<file path="src/rtl/fetch_unit.sv">
// Instruction fetch sequencer: reads a word from program memory, strobes it into
// the instruction register, waits for execution, then advances or branches the pc.
module fetch_unit #(
  parameter logic [15:0] RESET_PC = 16'h0000,
  parameter int unsigned TIMEOUT  = 15
) (
  input  logic        clk,
  input  logic        rst_n,
  output logic [15:0] mem_addr,
  output logic        mem_rd,
  input  logic        mem_rdy,
  input  logic [15:0] mem_q,
  output logic [15:0] code,
  output logic        iir,
  input  logic        exec_done,
  input  logic        jmp_en,
  input  logic [15:0] jmp_addr,
  input  logic        halt,
  output logic [15:0] pc,
  output logic        busy,
  output logic        err,
  output logic [2:0]  dbg_state
);

  typedef enum logic [2:0] {
    S_IDLE   = 3'd0,
    S_FETCH  = 3'd1,
    S_LOAD   = 3'd2,
    S_EXEC   = 3'd3,
    S_HALTED = 3'd4
  } state_e;

  localparam logic [7:0] TIMEOUT_W = 8'(TIMEOUT);

  // Handshakes: memory word is taken in any FETCH cycle where mem_rdy=1; the
  // instruction retires in the first EXEC cycle with exec_done=1. Neither input
  // has any effect in other states.
  state_e      state_q, state_d;
  logic [15:0] pc_q, pc_d;
  logic [15:0] code_q, code_d;
  logic [7:0]  wait_q, wait_d;
  logic        err_q, err_d;
  logic        iir_q, iir_d;
  logic        mem_rd_q, mem_rd_d;
  logic        busy_q, busy_d;

  always_comb begin
    state_d = state_q;
    pc_d    = pc_q;
    code_d  = code_q;
    wait_d  = wait_q;
    err_d   = err_q;
    case (state_q)
      S_IDLE: state_d = halt ? S_HALTED : S_FETCH;
      S_FETCH: begin
        if (mem_rdy) begin
          code_d  = mem_q;
          wait_d  = 8'd0;
          state_d = S_LOAD;
        end else begin
          wait_d = wait_q + 8'd1;
          // A word arriving on the last allowed cycle still wins over the timeout.
          if (wait_d == TIMEOUT_W) begin
            err_d   = 1'b1;
            state_d = S_HALTED;
          end
        end
      end
      S_LOAD: begin
        pc_d    = pc_q + 16'd1;
        state_d = S_EXEC;
      end
      S_EXEC: begin
        if (exec_done) begin
          if (jmp_en) pc_d = jmp_addr;
          state_d = halt ? S_HALTED : S_FETCH;
        end
      end
      S_HALTED: begin
        if (!err_q && !halt) state_d = S_FETCH;
      end
      default: state_d = S_IDLE;
    endcase
    // Outputs are computed from the next state so they come straight off flops.
    mem_rd_d = (state_d == S_FETCH);
    iir_d    = (state_d == S_LOAD);
    busy_d   = (state_d == S_FETCH) || (state_d == S_LOAD) || (state_d == S_EXEC);
  end

  always_ff @(posedge clk or negedge rst_n) begin
    if (!rst_n) begin
      state_q  <= S_IDLE;
      pc_q     <= RESET_PC;
      code_q   <= 16'h0000;
      wait_q   <= 8'd0;
      err_q    <= 1'b0;
      iir_q    <= 1'b0;
      mem_rd_q <= 1'b0;
      busy_q   <= 1'b0;
    end else begin
      state_q  <= state_d;
      pc_q     <= pc_d;
      code_q   <= code_d;
      wait_q   <= wait_d;
      err_q    <= err_d;
      iir_q    <= iir_d;
      mem_rd_q <= mem_rd_d;
      busy_q   <= busy_d;
    end
  end

  assign mem_addr  = pc_q;
  assign pc        = pc_q;
  assign code      = code_q;
  assign iir       = iir_q;
  assign mem_rd    = mem_rd_q;
  assign busy      = busy_q;
  assign err       = err_q;
  assign dbg_state = state_q;

endmodule

</file>
<file path="config.mk">
export PLATFORM = sky130hd
export DESIGN_NAME = fetch_unit
export DESIGN_NICKNAME = d
export VERILOG_FILES = /design/src/rtl/fetch_unit.sv
export SDC_FILE = /design/constraint.sdc
export NUM_CORES = 1
export LEC_CHECK = 0
export CAP_MARGIN = 30
export CORE_MARGIN = 1
export CORE_UTILIZATION = 41
export CTS_BUF_LIST = sky130_fd_sc_hd__clkbuf_16
export DETAILED_ROUTE_END_ITERATION = 10
export PLACE_DENSITY_LB_ADDON = 0.05
export SLEW_MARGIN = 20
export SYNTH_ARGS = -nofsm -noshare
export SYNTH_HDL_FRONTEND = slang
export SYNTH_SLANG_ARGS = --single-unit
</file>
<file path="constraint.sdc">
create_clock -name clk -period 3.3 [get_ports clk]
set_input_delay 0.495 -clock clk [delete_from_list [all_inputs] [get_ports clk]]
set_output_delay 0.495 -clock clk [all_outputs]
set_load 0.02 [all_outputs]
</file>
run_1/class_map.png
Scale bar: 20 µm.
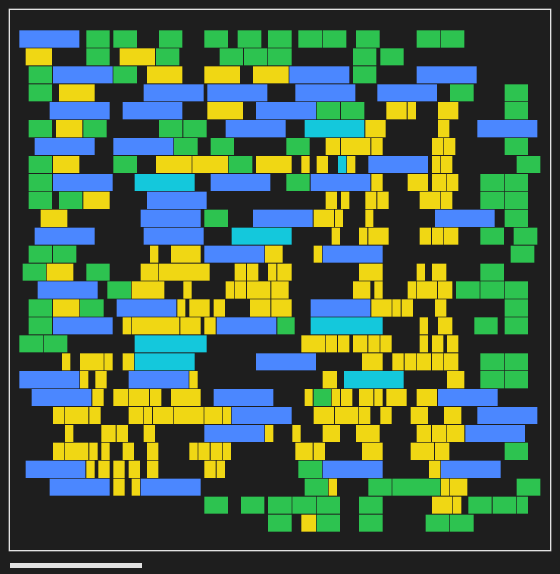
- cyan: clock drivers and dummy loads (cells 8; share of their area 5.3%)
- yellow: remaining logic cells (cells 182; share of their area 35%)
- blue: registers (cells 47; share of their area 33%)
- green: remaining buffers and delay cells (cells 95; share of their area 27%)
# rows: 28
Layout Utilization: 0.605

run_1/m1.png
Supply wires on this layer in grey. Cells faint in the background.
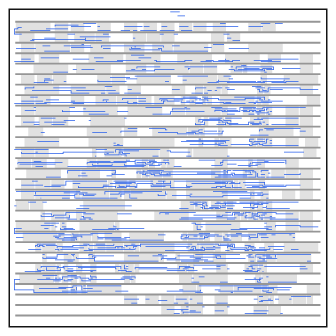
- main direction: horizontal
- longest straight run: 21.6 µm
- wire length on this layer: 2860 µm
- nets with wire on the layer: 312
WL final: 6410 µm
routing usage on met1: 0.267
vias post-DR: 2241

run_1/clock_wires.png
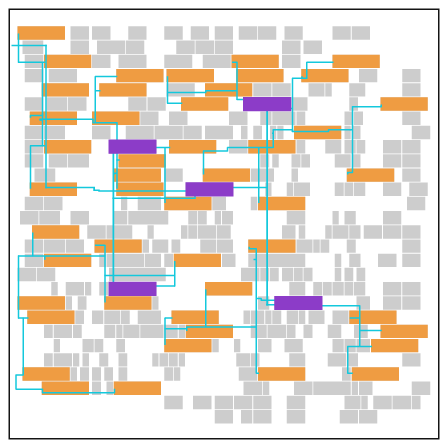
- cyan: clock wires (length 608 µm)
- purple: clock-net drivers (count 5)
- orange: flip-flops (count 47)
- routed clock nets: 6
- flops lie: widely spread
Clk pwr share: 0.207
Clock group: 0.644 mW
worst clock skew: 0.00690 ns
clk_lat worst skew: 0.29 ns

run_1/clock_nets.png
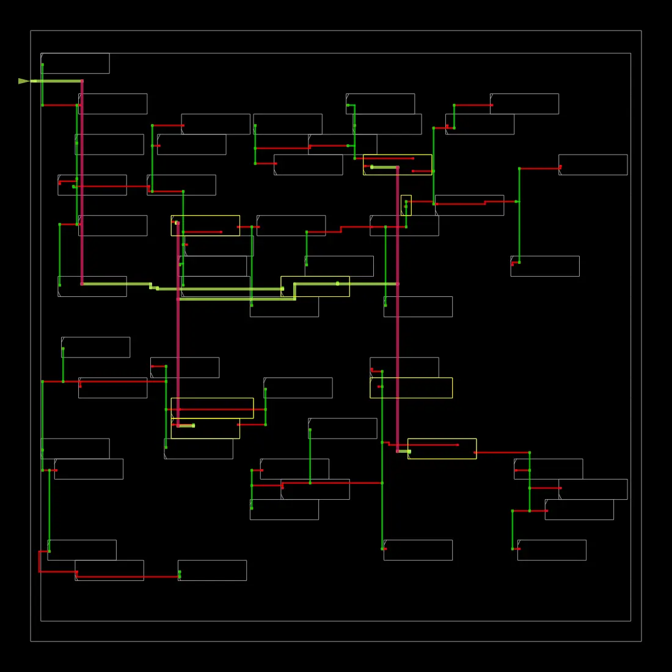
CLK BUF: 5
Seq Cell Count: 47
CTS sink cnt: 47

==> results_dict.tcl, run 1 <==
# yosys + openroad results
set metrics [dict create \
    ys_sh_simple 0.174 \
    slowest_delay_ns 0.71 \
    antenna_cells 0 \
    synthTopCellsByCount "47 x dfrtp_1, 21 x nand2_1, 17 x buf_4, 16 x nand3_1, 14 x nor2_1" \
    tightest_slew_ns 0.692 \
    cp-start-kind "flip-flop" \
    xor_area_frac 0.00669 \
    syn_avg_cell_area_um2 10.2 \
    gp_congestion 0.840 \
    yosysMostFrequentCell "dfrtp_1" \
    detailed_place_hpwl_um 4550 \
    leakage_nw 1.52 \
    ys_async_sr_fraction 1.00 \
    criticalPathCategory "reg2reg" \
    path_delay_family "simple AND/OR/NAND/NOR gates" \
    post-cts-setup-buffer-count 0 \
    status "completed" \
    vdd.ir_drop.worst_v 0.000457 \
    endpoint "code[1]" \
    met2_usage 0.339 \
    drc 0 \
    edf_count 0 \
    io_buffers 92 \
    drt_iter0_markers 106 \
    postRouteAntennaNets 0 \
    rr_endpoint "code[1]" \
    clockBufferDepth 2 \
    topCellsByArea "dfrtp_1 45%, mux2_4 5.2%, buf_4 4.9%, nand3_1 3.1%, mux2_2 3.0%" \
    syn_to_final_growth_pct 39.3 \
    cts_tree "built" \
    antenna_found_initial 0 \
    preCtsSetupSlack_ns 1.06 \
]
## run 1: where the power goes
group / internal (mW) / leakage [nW] / switching [mW]
clock: 0.431 / 0.0952 / 0.213
sequential: 0.793 / 0.571 / 0.222
combinational: 0.726 / 0.851 / 0.730
total: 1.95 / 1.52 / 1.17
## run 1: routing by layer
metal  vias up  routed length, µm
met5         -                  0
met4         0                 92
met3         8                409
met2        76               3050
met1      1078               2860
li1       1079                  -
## run 1: area by class of cell
class	count	area, µm²	area share
Multi-Input combinational cell	173	1200	0.330
Sequential cell	47	1180	0.322
Timing Repair Buffer	95	951	0.261
Clock buffer	5	125	0.0343
Tap cell	75	93.8	0.0257
Clock inverter	3	63.8	0.0175
Inverter	9	33.8	0.00926
==> run 2: changes to the inputs <==
==> constraint.sdc (replaced) <==
create_clock -name clk -period 2.1 [get_ports clk]
set_input_delay 0.315 -clock clk [delete_from_list [all_inputs] [get_ports clk]]
set_output_delay 0.315 -clock clk [all_outputs]
set_load 0.02 [all_outputs]
==> run 2 against run 1 <==
Net effect: the flow now finishes with violations (hold timing); synthesized cell count did not move; sequential share of layout area shrank 0.077 points; via count hardly changed; cell count is 1.7% higher; combinational power increased by 59%; power is 51% higher; die area unchanged; clock power up 21%; first-iteration DRC count did not move; design area up 0.24%; global-route usage down 0.088 points; utilization increased by 0.15 points; critical path type is now reg2out.
==> results_dict.tcl, run 2 <==
# yosys + openroad results
set metrics [dict create \
    status "finished with violations" \
    violations "hold timing" \
    finClkSkew_ns 0.00753 \
    hold_slack_ns -0.0163 \
    signal_buffers 102 \
    syn_to_final_growth_pct 39.6 \
    top_power_group "combinational logic" \
    top_area_cell_class "logic gates" \
    wl_met3_um 380 \
    seq_cell_power_mw 1.59 \
    clockBufferDepth 2 \
    cp-start-kind "flip-flop" \
    wl_met1_um 2720 \
    leakage_nw 1.52 \
    postRouteAntennaNets 0 \
    dr.max_layer_used "met4" \
    yosysMostFrequentCell "dfrtp_1" \
    syn_avg_cell_area_um2 10.2 \
    tightest_slew_ns 0.496 \
    slowest_delay_ns 0.65 \
    synthTopCellsByCount "47 x dfrtp_1, 21 x nand2_1, 17 x buf_4, 16 x nand3_1, 14 x nor2_1" \
    timing_hold_violations_final 19 \
    nonClkBufAreaFrac 0.274 \
    comb-cell-share 0.329 \
    logic_area_um2 1200 \
    p_int_mw 2.86 \
    wl_um 6330 \
    antenna_cells 0 \
    seq_cell_count 47 \
    clkPwrFrac 0.166 \
    tapCellCount 75 \
    xor_area_frac 0.00669 \
    sw_frac_of_total 0.392 \
    clock.latency.late_pin_ns 0.29 \
    drt_iter0_markers 106 \
    clock-sinks 47 \
    ys_sh_simple 0.174 \
    clock_buffers 5 \
    met2_length_um 3150 \
    rr_endpoint "code[0]" \
    antenna_found_initial 0 \
    power.net_switching_mw 1.84 \
    std_cell_rows 28 \
    clockNetworkAreaShare 0.0397 \
    ys_async_sr_fraction 1.00 \
    criticalPathCategory "reg2out" \
]
run 2: cell counts after synthesis:
No cell type changed its count.
run 2: cell families (layout without fill, tap and decap cells):
kind of cell,count (synthesis),count (layout)
AND/OR/NAND/NOR,87,87
AND-OR/OR-AND,61,61
flip-flops,47,47
buffers and inverters,38,119
multiplexers,20,20
adder cells (fa/ha/maj),3,3
XOR/XNOR,2,2
run 2: worst reg2reg max path, stage by stage, from the launching register on:
cell and delay, ns:
dfrtp_1 0.45, or3b_1 0.49, nor2_8 0.33, mux2_2 0.38
run 2: per-layer routing:
| layer | vias to the layer above | track usage |
|---|---|---|
| met2 | 83 | 0.350 |
| li1 | 1095 | - |
| met5 | - | 0 |
| met1 | 1055 | 0.257 |
| met3 | 9 | 0.0489 |
| met4 | 0 | 0.0579 |
run_2/class_map.png
Scale bar: 20 µm.
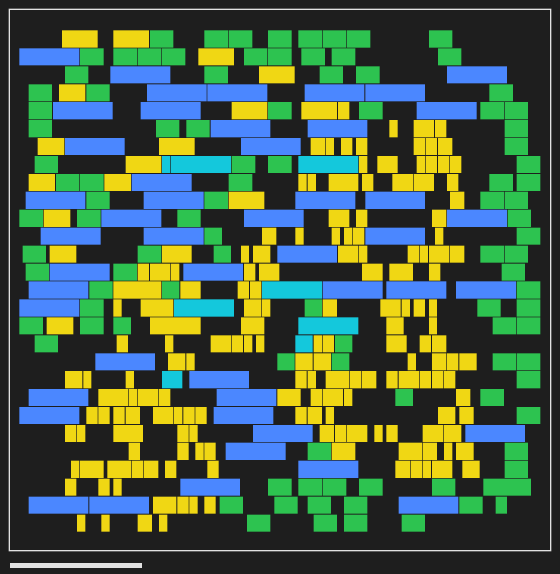
- yellow: remaining logic cells (cells 182; share of their area 35%)
- blue: registers (cells 47; share of their area 33%)
- cyan: clock drivers and dummy loads (cells 8; share of their area 4.1%)
- green: remaining buffers and delay cells (cells 102; share of their area 28%)
Layout Utilization: 0.607
Design Area, Final: 3660 µm²

run_2/clock_nets.png
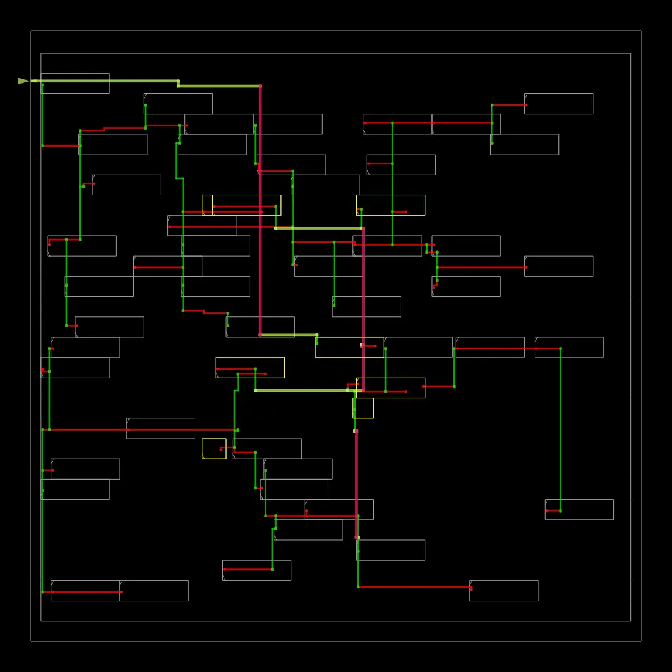
Inserted Clock Buffers: 5
Clock group: 0.782 mW

Power figures rest on the tool's default switching activity, not on a simulated workload.
